==> run_1/pdn.png <==
Scale bar: 20 µm. Pins as bars on the die edge.
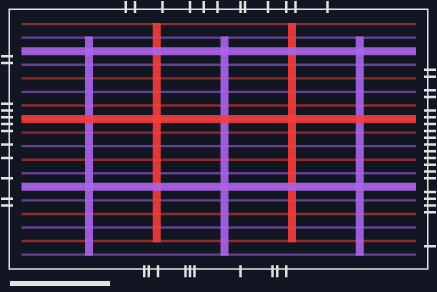
==> run_1/cell_classes.png <==
Fill, decap, tap and diode cells in grey.
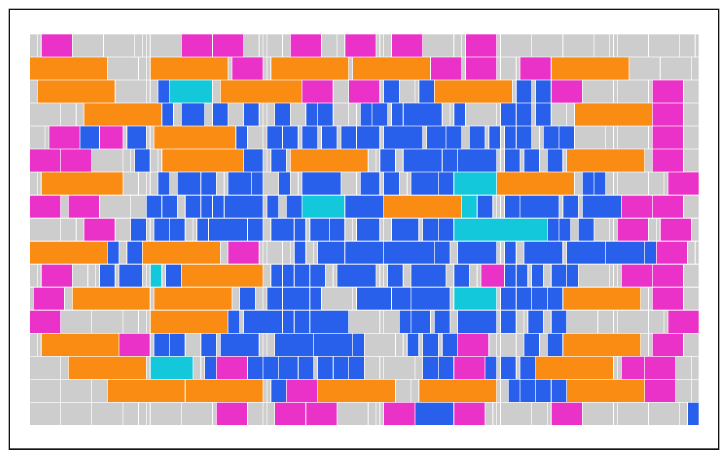
==> run_1/clock_map.png <==
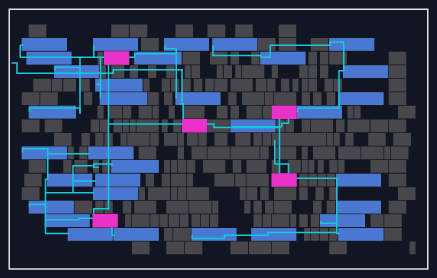
==> config.mk <==
export PLATFORM = sky130hd
export DESIGN_NAME = registrador_leitura_param
export DESIGN_NICKNAME = d
export VERILOG_FILES = /design/src/rtl/freq_pkg.sv /design/src/rtl/sincronizador_borda.sv /design/src/rtl/registrador_leitura_param.sv
export SDC_FILE = /design/constraint.sdc
export NUM_CORES = 1
export LEC_CHECK = 0
export CAP_MARGIN = 25
export CORE_ASPECT_RATIO = 0.6
export CORE_MARGIN = 2
export CORE_UTILIZATION = 52
export CTS_CLUSTER_DIAMETER = 120
export DETAILED_ROUTE_END_ITERATION = 8
export PLACE_DENSITY = 0.85
export SYNTH_ARGS = -nofsm -noshare
export SYNTH_HDL_FRONTEND = slang
export SYNTH_SLANG_ARGS = --single-unit
==> constraint.sdc <==
create_clock -name clk -period 4.95 [get_ports clk]
set_clock_uncertainty 0.2 [all_clocks]
set_input_delay 0.99 -clock clk [delete_from_list [all_inputs] [get_ports clk]]
set_output_delay 0.99 -clock clk [all_outputs]
set_load 0.01 [all_outputs]
==> src/rtl/freq_pkg.sv <==
// Shared types and defaults for the frequency-meter display register.
`default_nettype none

package freq_pkg;

    typedef enum logic [1:0] {
        NORMAL    = 2'd0,
        MAX_HOLD  = 2'd1,
        MIN_HOLD  = 2'd2,
        RESERVADO = 2'd3
    } modo_t;

    localparam int BCD_MAX       = 9;
    localparam int N_DIGITOS_DEF = 5;
    localparam int LARGURA_DEF   = 4;

endpackage

`default_nettype wire

==> src/rtl/sincronizador_borda.sv <==
//==============================================================================
// Module      : sincronizador_borda
// Description : Multi-stage synchroniser followed by a rising-edge detector.
// Revision    : 1.0 - initial release
//==============================================================================
`default_nettype none

module sincronizador_borda #(
    parameter int SYNC_STAGES = 2
) (
    input  logic clk,
    input  logic rst_n,
    input  logic assinc_in,
    output logic pulso_out
);

    logic [SYNC_STAGES-1:0] r_sync;
    logic                   r_prev;

    always_ff @(posedge clk or negedge rst_n) begin
        if (!rst_n) begin
            r_sync <= '0;
            r_prev <= 1'b0;
        end else begin
            r_sync <= {r_sync[SYNC_STAGES-2:0], assinc_in};
            r_prev <= r_sync[SYNC_STAGES-1];
        end
    end

    // High for exactly one cycle per synchronised low-to-high transition.
    assign pulso_out = r_sync[SYNC_STAGES-1] & ~r_prev;

endmodule

`default_nettype wire

==> src/rtl/registrador_leitura_param.sv <==
//==============================================================================
// Module      : registrador_leitura_param
// Description : Held BCD display register with peak/valley hold, freeze,
//               BCD validation, leading-zero blanking and an update pulse.
// Revision    : 1.0 - initial release
//==============================================================================
`default_nettype none

module registrador_leitura_param
    import freq_pkg::*;
#(
    parameter int N_DIGITOS   = N_DIGITOS_DEF,
    parameter int LARGURA     = LARGURA_DEF,
    parameter int SYNC_STAGES = 2
) (
    input  logic                           clk,
    input  logic                           rst_n,
    input  logic                           armazena,
    input  logic                           limpar,
    input  logic                           congelar,
    input  logic [1:0]                     modo,
    input  logic [N_DIGITOS*LARGURA-1:0]   digitos_in,
    output logic [N_DIGITOS*LARGURA-1:0]   digitos_out,
    output logic [N_DIGITOS-1:0]           brancos_out,
    output logic                           atualizado,
    output logic                           erro_bcd
);

    localparam int                   c_W            = N_DIGITOS * LARGURA;
    localparam logic [LARGURA-1:0]   c_BCD_MAX_DIG  = LARGURA'(BCD_MAX);
    localparam logic [N_DIGITOS-1:0] c_BRANCOS_RST  = {{(N_DIGITOS-1){1'b1}}, 1'b0};

    logic             w_evt_armazena;
    logic             w_evt_limpar;
    logic             w_bcd_invalido;
    logic             w_zeros_acima;
    logic [N_DIGITOS-1:0] w_brancos_in;
    logic             w_aceita;

    logic [c_W-1:0]       r_digitos;
    logic [N_DIGITOS-1:0] r_brancos;
    logic                 r_atualizado;
    logic                 r_erro_bcd;
    logic                 r_vazio;

    sincronizador_borda #(.SYNC_STAGES(SYNC_STAGES)) u_sinc_armazena (
        .clk       (clk),
        .rst_n     (rst_n),
        .assinc_in (armazena),
        .pulso_out (w_evt_armazena)
    );

    sincronizador_borda #(.SYNC_STAGES(SYNC_STAGES)) u_sinc_limpar (
        .clk       (clk),
        .rst_n     (rst_n),
        .assinc_in (limpar),
        .pulso_out (w_evt_limpar)
    );

    // Walk from the MSD down so each blanking bit sees all higher digits.
    always_comb begin
        w_bcd_invalido = 1'b0;
        w_zeros_acima  = 1'b1;
        w_brancos_in   = '0;
        for (int i = N_DIGITOS - 1; i >= 0; i--) begin
            if (digitos_in[i*LARGURA +: LARGURA] > c_BCD_MAX_DIG)
                w_bcd_invalido = 1'b1;
            w_zeros_acima = w_zeros_acima & (digitos_in[i*LARGURA +: LARGURA] == '0);
            if (i > 0)
                w_brancos_in[i] = w_zeros_acima;
        end
    end

    always_comb begin
        w_aceita = 1'b1;
        case (modo_t'(modo))
            MAX_HOLD: w_aceita = r_vazio | (digitos_in > r_digitos);
            MIN_HOLD: w_aceita = r_vazio | (digitos_in < r_digitos);
            default:  w_aceita = 1'b1;
        endcase
    end

    always_ff @(posedge clk or negedge rst_n) begin
        if (!rst_n) begin
            r_digitos    <= '0;
            r_brancos    <= c_BRANCOS_RST;
            r_atualizado <= 1'b0;
            r_erro_bcd   <= 1'b0;
            r_vazio      <= 1'b1;
        end else if (w_evt_limpar) begin
            r_digitos    <= '0;
            r_brancos    <= c_BRANCOS_RST;
            r_atualizado <= 1'b0;
            r_erro_bcd   <= 1'b0;
            r_vazio      <= 1'b1;
        end else if (w_evt_armazena && !congelar) begin
            if (w_bcd_invalido) begin
                r_erro_bcd   <= 1'b1;
                r_atualizado <= 1'b0;
            end else if (w_aceita) begin
                r_digitos    <= digitos_in;
                r_brancos    <= w_brancos_in;
                r_vazio      <= 1'b0;
                r_atualizado <= 1'b1;
            end else begin
                r_atualizado <= 1'b0;
            end
        end else begin
            r_atualizado <= 1'b0;
        end
    end

    assign digitos_out = r_digitos;
    assign brancos_out = r_brancos;
    assign atualizado  = r_atualizado;
    assign erro_bcd    = r_erro_bcd;

endmodule

`default_nettype wire

==> results.txt, run 1 <==
yosys + openroad results -> Levels on crit path 9, tool warning count 26, core area 0.003659 mm², I/O Buffers 52, EDFF count, synth 0, worst reg-to-reg path cell count 9, first-pass GRT wire length 8480 µm, CTS resizes 0, max cap viols 0, flop count 33, Comb pwr share 15.4%, buffering overhead 20.74%, Syn Area/Cell 8.957 µm², Netlist cell types 36, floorplan core density 54.10%, Hold EP u_sinc_limpar.r_sync[1]$_DFF_PN0_, met1 wire length 2492 µm, R2R setup slack 2100 ps, die area 0.004332 mm², met1 Track Usage GR 37.64%, final-layout fill cell count 286, outcome completed, Ports 54, worst-margin pin slew 641.4 ps, Top cell area share 35.40%, Syn-to-layout area delta 32.30%, Logic area 991.0 µm², Vias/cell 5.843, Die X 83.65 µm, Seq area share 31.77%, P_comb 97.1 µW, final hold violation count 0, Synthesized Nets 269, Seq group 284 µW, clk_buf instances 6, tap cells 47, sequential share of power 44.9%, H-tree Lvls 2, share of layout cells above drive strength 1 8.824%, fmax 274.9 MHz, worst setup path end digitos_out[12]$_DFFE_PN0P_, Syn Std Cell Area 0.001979 mm², Num CTS Buffers 5, CP Cell Sequence clkdlybuf4s50_1 > ha_1 > nand4_2 > nor4_2 > a21oi_1 > or3_4 > a21oi_4 > o21ai_0 > a21oi_1, pre-CTS setup slack 1006 ps, crit end category flop, crit share post-route 73.50%, internal power 476.2 µW, RSZ-0062 raised after global routing false, CP max stage cell a21oi_4, count leader, synth a21oi_1, global-route met3 utilization 5.556%, Tot Pwr 632.0 µW, hold crit path type reg -> reg, global routing usage on met2 36.00%, Synth Warn # 0, Clock power frac 39.7%, # Cells Yosys 221, CP Buf/Inv Count 1, PwrDens 241.3 mW/mm², Rel. slew slack 57.14%, YS chip area 0.001979 mm², Final Max Slew Viols 0, Top cell excl fill/tap clkdlybuf4s50_1, layout net count 319, final wirelength 5039 µm, R2R Path End digitos_out[12]$_DFFE_PN0P_, top cell category logic gates, P_leak 0.001025 µW, WL met2 2074 µm, Antenna Nets Post-Route 0, sw frac 24.65%, Final HPWL DP 3585 µm, WL met3 436 µm, Longest Clk Path Bufs 2, Setup crit start kind input port, DRT iter0 DRCs 198, DRT Pass-1 Iters 5, initial antenna violation count 0, CP Data Arrival Time 3650 ps, DR WL/cell 15.80 µm, Worst VDD drop 0.2044 mV, Critical path origin digitos_in[13], Synth Seq Share 42.04%, Final GP Congestion 0.8401, worst hold path depth 0, total negative slack 0 ps, Max stage delay on crit path 520 ps, Non-clk invs 23, via count 1864, Most Crowded Layer GR met1, CTS sink cnt 33, diodes inserted 0, area leader, netlist dfrtp_1, setup violators final 0, family with the most delay on the worst path AND-OR/OR-AND gates, vias in the first global route 1779, Post-synth top cells a21oi_1, dfrtp_1, nand3_1, Max Used Layer met4, Largest register FFs 20, Congestion Overflow GR 0, hold wc startpoint u_sinc_limpar.r_sync[0]$_DFF_PN0_, biggest area cells dfrtp_1, ha_1, a21oi_1, drt drc 0, reg2reg start digitos_out[15]$_DFFE_PN0P_, crit-path max FO 24, required time of the critical path 4960 ps, main flop type dfrtp_1, Signal buffers 55, Net Switching 155.8 µW, die extent in y 51.79 µm, cells after synthesis 221, Min Clock Period, post-route 3638 ps, asr flop ratio synth 100.0%, CP most frequent cell a21oi_1, largest net degree at the start of global routing 34, Multi-In Gates 153, Site Rows 17, storage element area 832.0 µm², clock network area share 4.109%, Comb area share 37.84%, clk slew on worst S/H paths 70 ps, min setup slack post-route 1312 ps, clk root buf clkbuf_8, hold_buf cts 0, buffers inserted by post-CTS timing repair 0, Top pwr grp sequential cells, most frequent cells in the layout clkdlybuf4s50_1, a21oi_1, dfrtp_1, nand3_1, inv_1
## Picture notes: pdn.png
purple -> VSS
red -> VDD
signal pins = 54
rows = 17
met1 rails = 18
met5 straps = 3

## Picture notes: cell_classes.png
magenta -> other buffers and delay cells  # cells 55, share of their area 21%
blue -> all other logic  # cells 176, share of their area 42%
orange -> flops  # cells 33, share of their area 33%
cyan -> clock drivers and dummy loads  # cells 8, share of their area 4.2%

## Picture notes: clock_map.png
blue -> flip-flops  # count 33
magenta -> cells driving clock nets  # count 5
cyan -> clock wires  # length 449 µm
flops lie = spread over the die
routed clock nets = 6
worst skew pair latency: 290 ps
P_clk: 251 µW

==> run 1: cells by family after synthesis <==
kind of cell | count (synthesis) | share of synthesized area (%)
adders and majority gates | 21 | 13.27
AOI/OAI and AO/OA | 75 | 21.62
DFF | 33 | 42.04
and+or+nand+nor | 56 | 14.98
other | 1 | 0.1895
buffers and inverters | 35 | 7.901
==> run 1: per-stage QoR <==
| step | std cells | area, µm² | hold WS [ps] | util (%) |
|---|---|---|---|---|
| 3_5_place_dp | 311 | 2511 | 138.6 | 68.64 |
| 6_report | 319 | 2619 | 154.5 | 71.58 |
| 4_1_cts | 319 | 2619 | 157.8 | 71.58 |
| 5_1_grt | 319 | 2619 | 161.0 | 71.58 |
| 2_1_floorplan | 221 | 1979 | 131.2 | - |
| 3_3_place_gp | 311 | 2511 | 133.4 | 68.64 |
==> run_1/metal_stack.png <==
Scale bar: 20 µm. Two of the layers only.
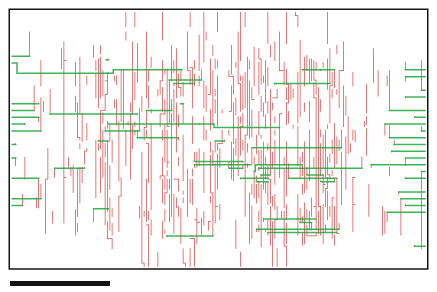

--- run 2 (diff from run 1) ---
- CORE_UTILIZATION: 52 -> 43
- PLACE_DENSITY: 0.85 -> 0.75
- clock period: 4.95 -> 3.34 ns (I/O delays scaled with it)
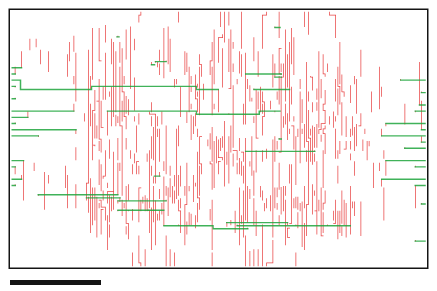
(run_2/metal_stack.png)
Scale bar: 20 µm. Two of the layers only.
red -> met2  # wire length 2170 µm
green -> met3  # wire length 336 µm
DR WL/cell: 15.23 µm
final wirelength: 5316 µm
via count: 1902
Total GRT Usage: 21.93%

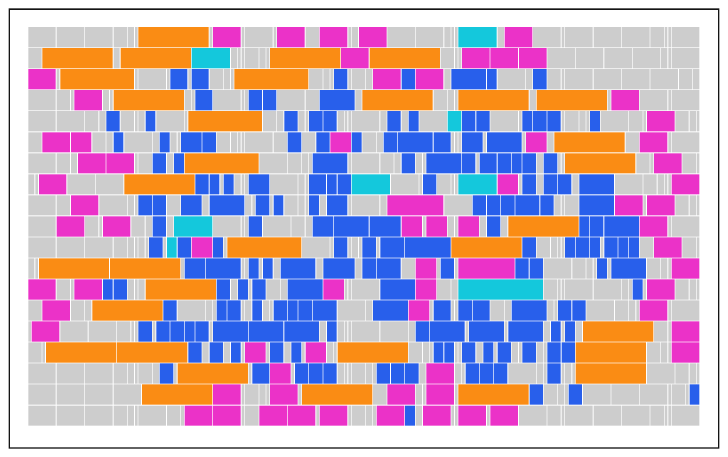
(run_2/cell_classes.png)
Fill, decap, tap and diode cells in grey.
cyan -> clock drivers and dummy loads  # cells 8, share of their area 4.0%
blue -> all other logic  # cells 176, share of their area 40%
orange -> flops  # cells 33, share of their area 31%
magenta -> other buffers and delay cells  # cells 69, share of their area 25%
Design Area, Final: 0.002769 mm²
core area: 0.004493 mm²

==> results.txt, run 2 <==
yosys + openroad results -> Site Rows 19, initial antenna violation count 0, worst hold path depth 0, internal power 713.3 µW, Placed Cells 341, floorplan core density 44.05%, crit share post-route 92.41%, Dominant comb cell AND-OR/OR-AND gates, max cap viols 0, # Cells Yosys 221, count leader, synth a21oi_1, DRT Pass-1 Iters 4, Antenna Nets Post-Route 0, FA/HA/MAJ Cells, Area Fraction 13.27%, Synthesized Nets 269, I/O Buffers 52, layout net count 333, crit end category flop, Top cell area share 35.40%, Critical path origin digitos_in[10], P_clk 376 µW, Final GP Congestion 0.8939, main flop type dfrtp_1, Simple-Gate Area Share 14.98%, die area 0.005180 mm², Ports 54, diodes inserted 0, Final HPWL DP 4018 µm, Syn-to-layout area delta 39.89%, global routing usage on met2 31.41%, largest net degree at the start of global routing 34, XOR Share, Synth 0%, Hold EP u_sinc_armazena.r_sync[1]$_DFF_PN0_, Syn Std Cell Area 0.001979 mm², Setup crit start kind input port, fmax 324.0 MHz, reg2reg start digitos_out[15]$_DFFE_PN0P_, cells after synthesis 221, worst-margin pin slew 968.0 ps, clk slew on worst S/H paths 70 ps, met1 Track Usage GR 32.19%, vias in the first global route 1856, Clock power frac 39.6%, tool warning count 26, fin cells 349, global-route met3 utilization 5.906%, drt drc 0, CTS sink cnt 33, WL met3 335 µm, Netlist cell types 36, Congestion Overflow GR 0, H-tree Lvls 2, outcome completed, Multiplexer share 0%, Final Max Slew Viols 0, fin util 61.63%, Min Clock Period, post-route 3087 ps, hold wc startpoint u_sinc_armazena.r_sync[0]$_DFF_PN0_, WL met2 2171 µm, share of layout cells above drive strength 1 13.29%, final hold violation count 0, hold_ws 154.9 ps, clk root buf clkbuf_8, Tot Pwr 950.6 µW, pre-CTS setup slack -68.17 ps, Max Used Layer met4, crit-path max FO 22, die extent in y 56.56 µm, met1 wire length 2730 µm, CP Data Arrival Time 3020 ps, Worst VDD drop 0.2714 mV, CTS resizes 0, Net Switching 237.3 µW, biggest area cells dfrtp_1, ha_1, a21oi_1, worst setup path end atualizado$_DFF_PN0_, Vias/cell 5.450, PwrDens 343.3 mW/mm², DRT iter0 DRCs 112, Seq group 421 µW, EDFF count, synth 0, P_leak 0.001101 µW, YS chip area 0.001979 mm², Comb pwr share 16.1%, worst reg-to-reg path cell count 9, asr flop ratio synth 100.0%, Post-Place Cell Area 0.002661 mm², Longest Clk Path Bufs 2, Rel. slew slack 35.34%, sw frac 24.96%, Syn Area/Cell 8.957 µm², Top cell excl fill/tap clkdlybuf4s50_1, Die X 91.59 µm, R2R setup slack 690 ps, most frequent cells in the layout clkdlybuf4s50_1, a21oi_1, dfrtp_1, nand3_1, inv_1, worst skew pair latency 290 ps, Most Crowded Layer GR met1, sequential share of power 44.3%, total negative slack 0 ps, hold_buf cts 0, yosys aoi share 21.62%, final-layout fill cell count 400, Synth Seq Share 42.04%, R2R Path End atualizado$_DFF_PN0_, required time of the critical path 3270 ps, Num CTS Buffers 5, Synth Warn # 0
run 2: cell count changes in the layout (fill, tap and decap cells not counted), sizes merged:
| cell | change |
|---|---|
| buf | +14 |
run 2: critical path, stage by stage:
cell and delay [ps]:
clkdlybuf4s50_1 470, ha_1 340, nand4_1 140, nor4_2 340
a21oi_1 110, or3_4 350, a21o_2 360, nand2_1 190
nor2_1 60
run 2: area by class of cell:
class / count / area [µm²] / share of cell area (%)
repair buffers: 69 / 673.1 / 24.31
flip-flops and latches: 33 / 832.0 / 30.05
multi-input cells: 153 / 991.0 / 35.79
well taps: 63 / 78.83 / 2.847
clock buffers: 6 / 72.57 / 2.621
clock inverters: 2 / 35.03 / 1.265
inverters: 23 / 86.33 / 3.118
==> run_2/final_clocks.png <==
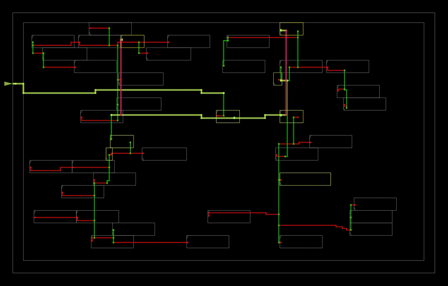

--- run 3 (diff from run 2) ---
- PLACE_DENSITY: 0.75 -> 0.73
- SKIP_CTS_REPAIR_TIMING: default -> 1
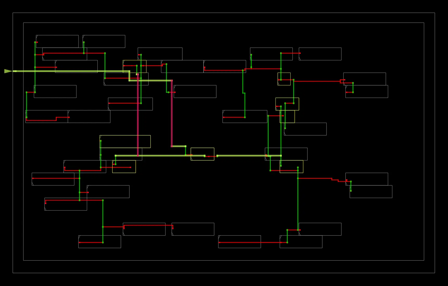
(run_3/final_clocks.png)
P_clk: 385 µW
CTS sink cnt: 33
flop count: 33
Num CTS Buffers: 5

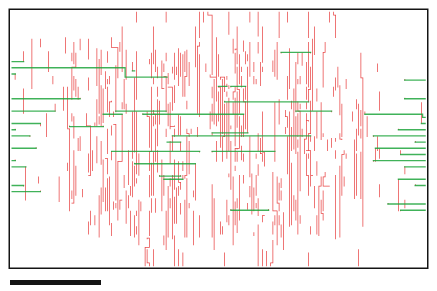
(run_3/metal_stack.png)
Scale bar: 20 µm. Two of the layers only.
green -> met3  # wire length 376 µm
red -> met2  # wire length 2140 µm

==> results.txt, run 3 <==
yosys + openroad results -> cells after synthesis 221, RSZ-0062 raised after global routing false, fin util 61.18%, Simple-Gate Area Share 14.98%, Multiplexer share 0%, buffering overhead 23.49%, Congestion Overflow GR 0, YS chip area 0.001979 mm², Largest register FFs 20, final wirelength 5140 µm, tool warning count 26, outcome completed, worst skew pair latency 290 ps, Syn Area/Cell 8.957 µm², clock network area share 4.188%, crit share post-route 92.16%, DR WL/cell 14.81 µm, vias in the first global route 1793, # Cells Yosys 221, Setup crit start kind input port, largest net degree at the start of global routing 34, min setup slack post-route 262.0 ps, Final Max Slew Viols 0, FA/HA/MAJ Cells, Area Fraction 13.27%, worst hold path depth 0, Synth Seq Share 42.04%, hold crit path type reg -> reg, diodes inserted 0, Die X 91.59 µm, Seq area share 30.27%, H-tree Lvls 2, Hold EP u_sinc_armazena.r_sync[1]$_DFF_PN0_, DRT iter0 DRCs 99, P_leak 0.001085 µW, layout net count 331, area leader, netlist dfrtp_1, drt drc 0, top cell category logic gates, Dominant comb cell AND-OR/OR-AND gates, crit end category flop, Placed Cells 339, Netlist cell types 36, EDFF count, synth 0, biggest area cells dfrtp_1, ha_1, a21oi_1, Vias/cell 5.346, hold_ws 151.7 ps, die area 0.005180 mm², floorplan core density 44.05%, clk slew on worst S/H paths 70 ps, Final HPWL DP 3762 µm, core area 0.004493 mm², Antenna Nets Post-Route 0, Net Switching 242.8 µW, final hold violation count 0, I/O Buffers 52, Synth Warn # 0, fmax 324.9 MHz, Comb pwr share 15.9%, sw frac 25.37%, Tot Pwr 957.2 µW, die extent in y 56.56 µm, yosys aoi share 21.62%, via count 1855, hold wc startpoint u_sinc_armazena.r_sync[0]$_DFF_PN0_, most frequent cells in the layout clkdlybuf4s50_1, a21oi_1, dfrtp_1, nand3_1, inv_1, fin cells 347, asr flop ratio synth 100.0%, reg2reg start digitos_out[15]$_DFFE_PN0P_, Clock power frac 40.2%, Post-Place Cell Area 0.002634 mm², Signal buffers 67, crit-path max FO 22, Ports 54, Syn Std Cell Area 0.001979 mm², Rel. slew slack 63.33%, Top cell area share 35.40%, Comb area share 36.05%, Design Area, Final 0.002749 mm², Multi-In Gates 153, Top cell excl fill/tap clkdlybuf4s50_1, Site Rows 19, CP Data Arrival Time 3080 ps, DRT Pass-1 Iters 4, count leader, synth a21oi_1, total negative slack 0 ps, clk_buf instances 5, clk root buf clkbuf_8, final-layout fill cell count 401, setup violators final 0, worst setup path end brancos_out[3]$_DFFE_PN1P_, Final GP Congestion 0.8702
run 3: cell counts after synthesis:
No cell type changed its count.
run 3: metal layers:
metal / wire length (µm) / global-route usage, % / vias up
met4: 31 / 5.844 / 0
li1: - / - / 906
met5: 0 / 0 / -
met2: 2144 / 30.57 / 66
met1: 2587 / 31.99 / 879
met3: 376 / 4.966 / 4
run 3: worst max-delay path, cell delays in order:
cell             delay [ps]
clkdlybuf4s50_1         480
ha_1                    350
nand4_1                 120
nor4_2                  340
a21oi_1                 110
or3_4                   350
a21o_2                  350
nand2_1                 190
o211ai_1                110
run 3: power groups by stage:
stage               clock, µW  sequential (µW)  combinational (µW)
global route              410              422                 169
finish                    385              421                 152
CTS                       392              421                 153
floorplan                   0              431                59.0
detailed placement          0              428                 151
global placement            0              428                 149
Power and IR drop assume default switching activity.
